--- config.mk ---
export PLATFORM = sky130hd
export DESIGN_NAME = des_key_scheduler_flat
export DESIGN_NICKNAME = d
export VERILOG_FILES = /design/src/rtl/des_pkg.sv /design/src/rtl/des_key_scheduler_if.sv /design/src/rtl/des_pc2.sv /design/src/rtl/des_key_scheduler.sv /design/src/flat_wrapper.sv
export SDC_FILE = /design/constraint.sdc
export NUM_CORES = 1
export LEC_CHECK = 0
export CORE_MARGIN = 5
export CORE_UTILIZATION = 35
export CTS_CLUSTER_DIAMETER = 30
export DETAILED_ROUTE_END_ITERATION = 16
export PLACE_DENSITY = 0.68
export SLEW_MARGIN = 20
export SYNTH_ARGS = -nofsm -noshare
export SYNTH_HDL_FRONTEND = slang
export SYNTH_SLANG_ARGS = --single-unit
export TNS_END_PERCENT = 5
--- constraint.sdc ---
create_clock -name clk -period 2.5 [get_ports clk]
set_input_delay 0.5 -clock clk [delete_from_list [all_inputs] [get_ports clk]]
set_output_delay 0.5 -clock clk [all_outputs]
set_load 0.05 [all_outputs]
--- src/rtl/des_pkg.sv ---
// Shared DES tables, state and mode encodings for the DES engine.
// Tables hold FIPS 46-3 one-based bit positions, MSB-first.
package des_pkg;

  typedef enum logic [1:0] {
    S_IDLE  = 2'd0,
    S_LOAD  = 2'd1,
    S_ROUND = 2'd2,
    S_DONE  = 2'd3
  } state_e;

  localparam logic MODE_ENC = 1'b0;
  localparam logic MODE_DEC = 1'b1;

  localparam int PC1 [56] = '{
    57, 49, 41, 33, 25, 17,  9,
     1, 58, 50, 42, 34, 26, 18,
    10,  2, 59, 51, 43, 35, 27,
    19, 11,  3, 60, 52, 44, 36,
    63, 55, 47, 39, 31, 23, 15,
     7, 62, 54, 46, 38, 30, 22,
    14,  6, 61, 53, 45, 37, 29,
    21, 13,  5, 28, 20, 12,  4
  };

  localparam int PC2 [48] = '{
    14, 17, 11, 24,  1,  5,
     3, 28, 15,  6, 21, 10,
    23, 19, 12,  4, 26,  8,
    16,  7, 27, 20, 13,  2,
    41, 52, 31, 37, 47, 55,
    30, 40, 51, 45, 33, 48,
    44, 49, 39, 56, 34, 53,
    46, 42, 50, 36, 29, 32
  };

  localparam logic [1:0] SHIFTS [16] = '{
    2'd1, 2'd1, 2'd2, 2'd2,
    2'd2, 2'd2, 2'd2, 2'd2,
    2'd1, 2'd2, 2'd2, 2'd2,
    2'd2, 2'd2, 2'd2, 2'd1
  };

  // right=0 rotates toward bit 0 (DES left shift)
  function automatic logic [0:27] rot28(
    input logic [0:27] x,
    input logic        right,
    input logic        two
  );
    logic [0:27] r;
    unique case ({right, two})
      2'b00:   r = {x[1:27], x[0]};
      2'b01:   r = {x[2:27], x[0:1]};
      2'b10:   r = {x[27], x[0:26]};
      default: r = {x[26:27], x[0:25]};
    endcase
    return r;
  endfunction

endpackage

--- src/rtl/des_key_scheduler_if.sv ---
// Handshake bundle between round controller and key scheduler.
interface des_key_scheduler_if;
  logic        start_strobe_din;
  logic [0:63] key_din;
  logic        mode_din;
  logic        advance_din;
  logic [0:47] round_key_dout;
  logic        round_key_valid_dout;
  logic [3:0]  round_index_dout;
  logic        busy_dout;
  logic        done_dout;

  modport master (
    output start_strobe_din,
    output key_din,
    output mode_din,
    output advance_din,
    input  round_key_dout,
    input  round_key_valid_dout,
    input  round_index_dout,
    input  busy_dout,
    input  done_dout
  );

  modport slave (
    input  start_strobe_din,
    input  key_din,
    input  mode_din,
    input  advance_din,
    output round_key_dout,
    output round_key_valid_dout,
    output round_index_dout,
    output busy_dout,
    output done_dout
  );
endinterface

--- src/rtl/des_pc2.sv ---
// DES PC-2 compression: 56-bit C||D to 48-bit subkey.
// Purely combinational; bit 0 is MSB on both sides.
module des_pc2
  import des_pkg::*;
(
  input  logic [0:55] cd_i,
  output logic [0:47] k_o
);

  for (genvar i = 0; i < 48; i++) begin : g_pc2
    assign k_o[i] = cd_i[PC2[i]-1];
  end

  // positions PC-2 drops
  logic unused_bits;
  assign unused_bits = ^{cd_i[8], cd_i[17], cd_i[21],
                         cd_i[24], cd_i[34], cd_i[37],
                         cd_i[42], cd_i[53]};

endmodule

--- src/rtl/des_key_scheduler.sv ---
// Iterative DES subkey generator, encrypt (K1..K16) or
// decrypt (K16..K1) order, one key per accepted advance.
module des_key_scheduler
  import des_pkg::*;
(
  input  logic              clk,
  input  logic              reset,
  des_key_scheduler_if.slave ks
);

  state_e      state_q;
  logic [0:27] c_q, d_q;
  logic [0:27] c_d, d_d;
  logic [0:27] c0, d0;
  logic [3:0]  cnt_q;
  logic        mode_q;
  logic        valid_q;
  logic        busy_q;
  logic        done_q;
  logic [3:0]  sh_idx;
  logic        two;
  logic [0:47] pc2_k;

  for (genvar i = 0; i < 28; i++) begin : g_pc1
    assign c0[i] = ks.key_din[PC1[i]-1];
    assign d0[i] = ks.key_din[PC1[i+28]-1];
  end

  logic unused_parity;
  assign unused_parity = ^{ks.key_din[7], ks.key_din[15],
                           ks.key_din[23], ks.key_din[31],
                           ks.key_din[39], ks.key_din[47],
                           ks.key_din[55], ks.key_din[63]};

  // enc: step to K(n+2); dec: undo round 16-n
  always_comb begin
    sh_idx = (mode_q == MODE_DEC) ? ~cnt_q : cnt_q + 4'd1;
    two    = (SHIFTS[sh_idx] == 2'd2);
    c_d    = rot28(c_q, mode_q, two);
    d_d    = rot28(d_q, mode_q, two);
  end

  always_ff @(posedge clk) begin
    if (reset) begin
      state_q <= S_IDLE;
      c_q     <= '0;
      d_q     <= '0;
      cnt_q   <= '0;
      mode_q  <= MODE_ENC;
      valid_q <= 1'b0;
      busy_q  <= 1'b0;
      done_q  <= 1'b0;
    end else begin
      unique case (state_q)
        S_IDLE: begin
          if (ks.start_strobe_din) begin
            state_q <= S_LOAD;
            mode_q  <= ks.mode_din;
            c_q     <= c0;
            d_q     <= d0;
            cnt_q   <= '0;
            busy_q  <= 1'b1;
          end
        end
        S_LOAD: begin
          state_q <= S_ROUND;
          valid_q <= 1'b1;
          // decrypt starts at K16 where C16/D16 equal C0/D0
          if (mode_q == MODE_ENC) begin
            c_q <= rot28(c_q, 1'b0, 1'b0);
            d_q <= rot28(d_q, 1'b0, 1'b0);
          end
        end
        S_ROUND: begin
          if (ks.advance_din) begin
            cnt_q <= cnt_q + 4'd1;
            if (cnt_q == 4'd15) begin
              state_q <= S_DONE;
              valid_q <= 1'b0;
              done_q  <= 1'b1;
            end else begin
              c_q <= c_d;
              d_q <= d_d;
            end
          end
        end
        S_DONE: begin
          state_q <= S_IDLE;
          busy_q  <= 1'b0;
          done_q  <= 1'b0;
        end
        default: state_q <= S_IDLE;
      endcase
    end
  end

  des_pc2 u_pc2 (
    .cd_i ({c_q, d_q}),
    .k_o  (pc2_k)
  );

  assign ks.round_key_dout       = valid_q ? pc2_k : '0;
  assign ks.round_key_valid_dout = valid_q;
  assign ks.round_index_dout     = cnt_q;
  assign ks.busy_dout            = busy_q;
  assign ks.done_dout            = done_q;

endmodule

--- src/flat_wrapper.sv ---
// flat-port wrapper written by rule: the top's interface ports become plain ports
module des_key_scheduler_flat import des_pkg::*;
  (clk, reset, ks_start_strobe_din, ks_key_din, ks_mode_din, ks_advance_din, ks_round_key_dout, ks_round_key_valid_dout, ks_round_index_dout, ks_busy_dout, ks_done_dout);
  des_key_scheduler_if ks_i ();
  input  logic clk;
  input  logic reset;
  input wire logic [$bits(ks_i.start_strobe_din)-1:0] ks_start_strobe_din;
  input wire logic [$bits(ks_i.key_din)-1:0] ks_key_din;
  input wire logic [$bits(ks_i.mode_din)-1:0] ks_mode_din;
  input wire logic [$bits(ks_i.advance_din)-1:0] ks_advance_din;
  output wire logic [$bits(ks_i.round_key_dout)-1:0] ks_round_key_dout;
  output wire logic [$bits(ks_i.round_key_valid_dout)-1:0] ks_round_key_valid_dout;
  output wire logic [$bits(ks_i.round_index_dout)-1:0] ks_round_index_dout;
  output wire logic [$bits(ks_i.busy_dout)-1:0] ks_busy_dout;
  output wire logic [$bits(ks_i.done_dout)-1:0] ks_done_dout;
  assign ks_i.start_strobe_din = ks_start_strobe_din;
  assign ks_i.key_din = ks_key_din;
  assign ks_i.mode_din = ks_mode_din;
  assign ks_i.advance_din = ks_advance_din;
  assign ks_round_key_dout = ks_i.round_key_dout;
  assign ks_round_key_valid_dout = ks_i.round_key_valid_dout;
  assign ks_round_index_dout = ks_i.round_index_dout;
  assign ks_busy_dout = ks_i.busy_dout;
  assign ks_done_dout = ks_i.done_dout;
  des_key_scheduler u_core (.clk(clk), .reset(reset), .ks(ks_i));
endmodule
**Run 1: signal wires on met1**

Scale bar: 50 µm.
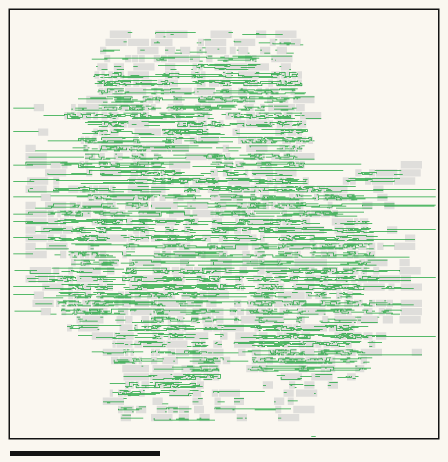
wire length on this layer: 9910 µm
share of all routed wire: 44%
main direction: horizontal
grt met1 use: 30.5%
Detailed Route WL: 22700 µm
vias: 7266

**Run 1: metal 2**

Scale bar: 50 µm.
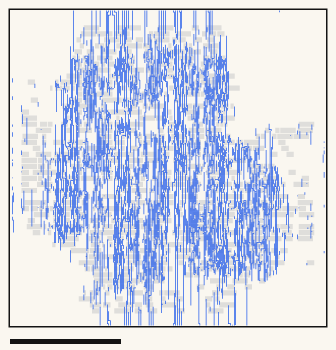
nets with wire on the layer: 759
share of all routed wire: 46%
longest straight run: 47.3 µm
GR met2 Demand/Resource: 33.3%

**Run 1: metal 3**

Scale bar: 50 µm.
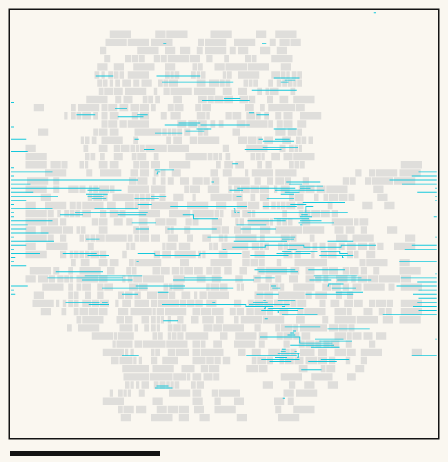
longest straight run: 42.1 µm
nets with wire on the layer: 143
wire length on this layer: 1880 µm
share of all routed wire: 8.3%
main direction: horizontal
met3 Use GR: 3.28%

**Run 1: met4 routing**

Scale bar: 50 µm.
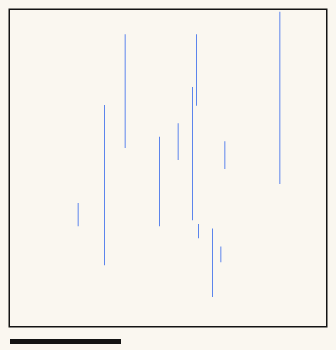
longest straight run: 77.5 µm
nets with wire on the layer: 11
share of all routed wire: 1.8%
wire length on this layer: 415 µm

==> metrics.csv, run 1 <==
metric;value;unit
run status;completed;
fa+ha+maj area frac;1.22;%
Comb area;0.00434;mm²
Slew Limit Fails;0;
FILL cells;1640;
Clock transition at path regs;0.05;ns
Max-slew headroom;55.3;%
Setup Skew;0.00609;ns
Fmax;0.421;GHz
Post-synth EDFFs;0;
most numerous cell in the Yosys netlist;a21oi_1;
# resized after CTS;0;
worst reg2reg path depth;7;
layout cell share with drive strength beyond 1;16.9;%
Num CTS Buffers;9;
met3 wire length;1880;µm
Yosys reg bits;66;
clk_buf instances;14;
nets@finish;965;
number of stages on the worst setup path;7;
WP buf/inv;1;
register area;0.00133;mm²
pre-CTS setup slack;0.0317;ns
# Cells Yosys;827;
Fin Hold WS;0.493;ns
Non-clk bufs;164;
port bufs;115;
placed cells;1103;
simple-gate portion of the synthesized area;24.8;%
CP startpoint kind;flip-flop;
Seq area share;15.8;%
net load switching power;0.00501;W
top routing layer used;met4;
HP Class;flip-flop to flip-flop;
slack of the critical path;0.124;ns
Seq. pwr;0.00222;W
drt pass-1 iters;5;
CP cell instances;ha_1 > and4bb_2 > o31ai_4 > nand3_2 > buf_12 > a221o_1 > a41o_1;
Comb/total area;51.6;%
Starting Density;35.6;%
RSZ-0062 raised after global routing;false;
Lkg Pwr;3.07;nW
Worst path max stage delay;0.35;ns
fin area;0.00841;mm²
==> run 1 -> run 2 <==
- SKIP_LAST_GASP: default -> 1
**Run 2: met4 routing**

Scale bar: 50 µm.
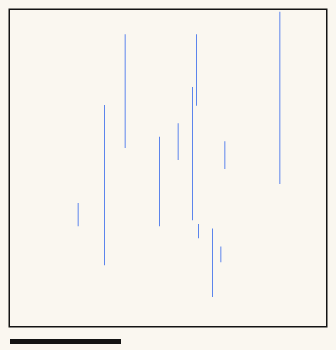

==> run 2 against run 1 <==
- die size stayed put
- sequential share of layout area stayed put
- final area stayed put
- via count stayed put
- hold slack stayed put
- sequential power hardly changed
- sequential cell count stayed put
- cell count stayed put
- clock power hardly changed
- highest routed layer unchanged
==> metrics.csv, run 2 <==
metric;value;unit;change
number of stages on the worst setup path;7;;unchanged
Seq. pwr;0.00222;W;about the same
HP Class;flip-flop to flip-flop;;
FILL cells;1640;;unchanged
met3 wire length;1880;µm;unchanged
RSZ-0062 raised after global routing;false;;
run status;completed;;
# resized after CTS;0;;unchanged
Seq area share;15.8;%;unchanged
fa+ha+maj area frac;1.22;%;unchanged
port bufs;115;;unchanged
WP buf/inv;1;;unchanged
Setup Skew;0.00609;ns;unchanged
simple-gate portion of the synthesized area;24.8;%;unchanged
Yosys reg bits;66;;unchanged
Clock transition at path regs;0.05;ns;about the same
net load switching power;0.00501;W;unchanged
clk_buf instances;14;;unchanged
Non-clk bufs;164;;unchanged
Num CTS Buffers;9;;unchanged
Worst path max stage delay;0.35;ns;about the same
CP cell instances;ha_1 > and4bb_2 > o31ai_4 > nand3_2 > buf_12 > a221o_1 > a41o_1;;
Max-slew headroom;55.3;%;unchanged
Detailed Route WL;22700;µm;unchanged
worst reg2reg path depth;7;;unchanged
most numerous cell in the Yosys netlist;a21oi_1;;
CP startpoint kind;flip-flop;;
slack of the critical path;0.124;ns;unchanged
drt pass-1 iters;5;;unchanged
# Cells Yosys;827;;unchanged
==> run 2 -> run 3 <==
- PLACE_DENSITY: 0.68 -> 0.7
- clock period: 2.5 -> 2.15 ns (I/O delays scaled with it)
**Run 3: metal 3**

Scale bar: 50 µm.
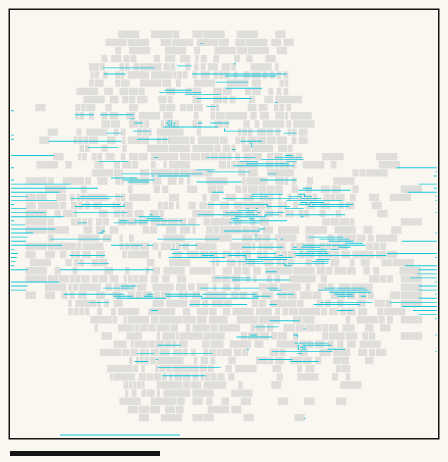
share of all routed wire: 9.6%
nets with wire on the layer: 174
wire length on this layer: 2250 µm
main direction: horizontal
Detailed Route WL: 23300 µm
met3 Use GR: 3.42%
vias: 7453

==> run 3 against run 2 <==
- non-clock buffer count increased by 21
- die size did not move
- sequential share of layout area shrank 0.44 points
- the flow now finishes with violations (setup timing)
- count of clock-buffer cells in the layout fell by 3
- via count grew 2.6%
- critical path type unchanged
- final area is 3.4% higher
- synthesized cell count stayed put
- maximum frequency grew 2.5%
==> metrics.csv, run 3 <==
metric;value;unit;change
run status;finished, violations left;;
failing checks;setup timing;;
Overflow after GRT;0;;
Final Hold Viols;0;;
RSZ-0062 raised after global routing;true;;
most numerous cell in the Yosys netlist;a21oi_1;;
XOR Share, Synth;0.142;%;
worst reg2reg path depth;8;;+1
Comb/total area;50.7;%;
pre-CTS setup slack;-0.181;ns;
port bufs;115;;unchanged
# setup viols final;56;;
combinational fraction of design power;67.3;%;
Num CTS Buffers;9;;unchanged
Worst path max stage delay;0.35;ns;about the same
Setup Skew;0.00703;ns;+0.000939 ns
Seq. pwr;0.00256;W;+15%
met3 wire length;2250;µm;+20%
FILL cells;1632;;-0.49%
HP Class;flip-flop to flip-flop;;
most frequent logic cell in the layout;a21oi_1;;
Seq area share;15.3;%;-0.44 points
area leader, netlist;dfxtp_1;;
Clock Latency Late Sink;0.34;ns;
Max-slew headroom;54.1;%;-1.1 points
Non-clk bufs;185;;+13%
drt pass-1 iters;6;;+1
CP endpoint;u_core.c_q[2];;
# Cells Yosys;827;;unchanged
die width;143;µm;
Yosys reg bits;66;;unchanged
Cell Type Count;58;;
syn nets;902;;
# resized after CTS;0;;unchanged
CP startpoint kind;flip-flop;;
slack of the critical path;-0.169;ns;-0.293 ns
placed cells;1121;;
clk_buf instances;11;;-3
CP cell instances;buf_4 > ha_4 > and4bb_2 > o31ai_4 > nand3_2 > buf_12 > a221o_1 > a41o_1;;
fa+ha+maj area frac;1.22;%;unchanged
Setup TNS;-5.03;ns;
number of stages on the worst setup path;8;;+1
GR met2 Demand/Resource;32.7;%;
net load switching power;0.00601;W;+20%
Synth Seq Share;21.4;%;
Slowest-stage cell, CP;dfxtp_4;;
simple-gate portion of the synthesized area;24.8;%;unchanged
WP buf/inv;2;;+1
most frequent cells after synthesis;a21oi_1, clkbuf_1, dfxtp_1;;
Power and IR drop assume default switching activity.
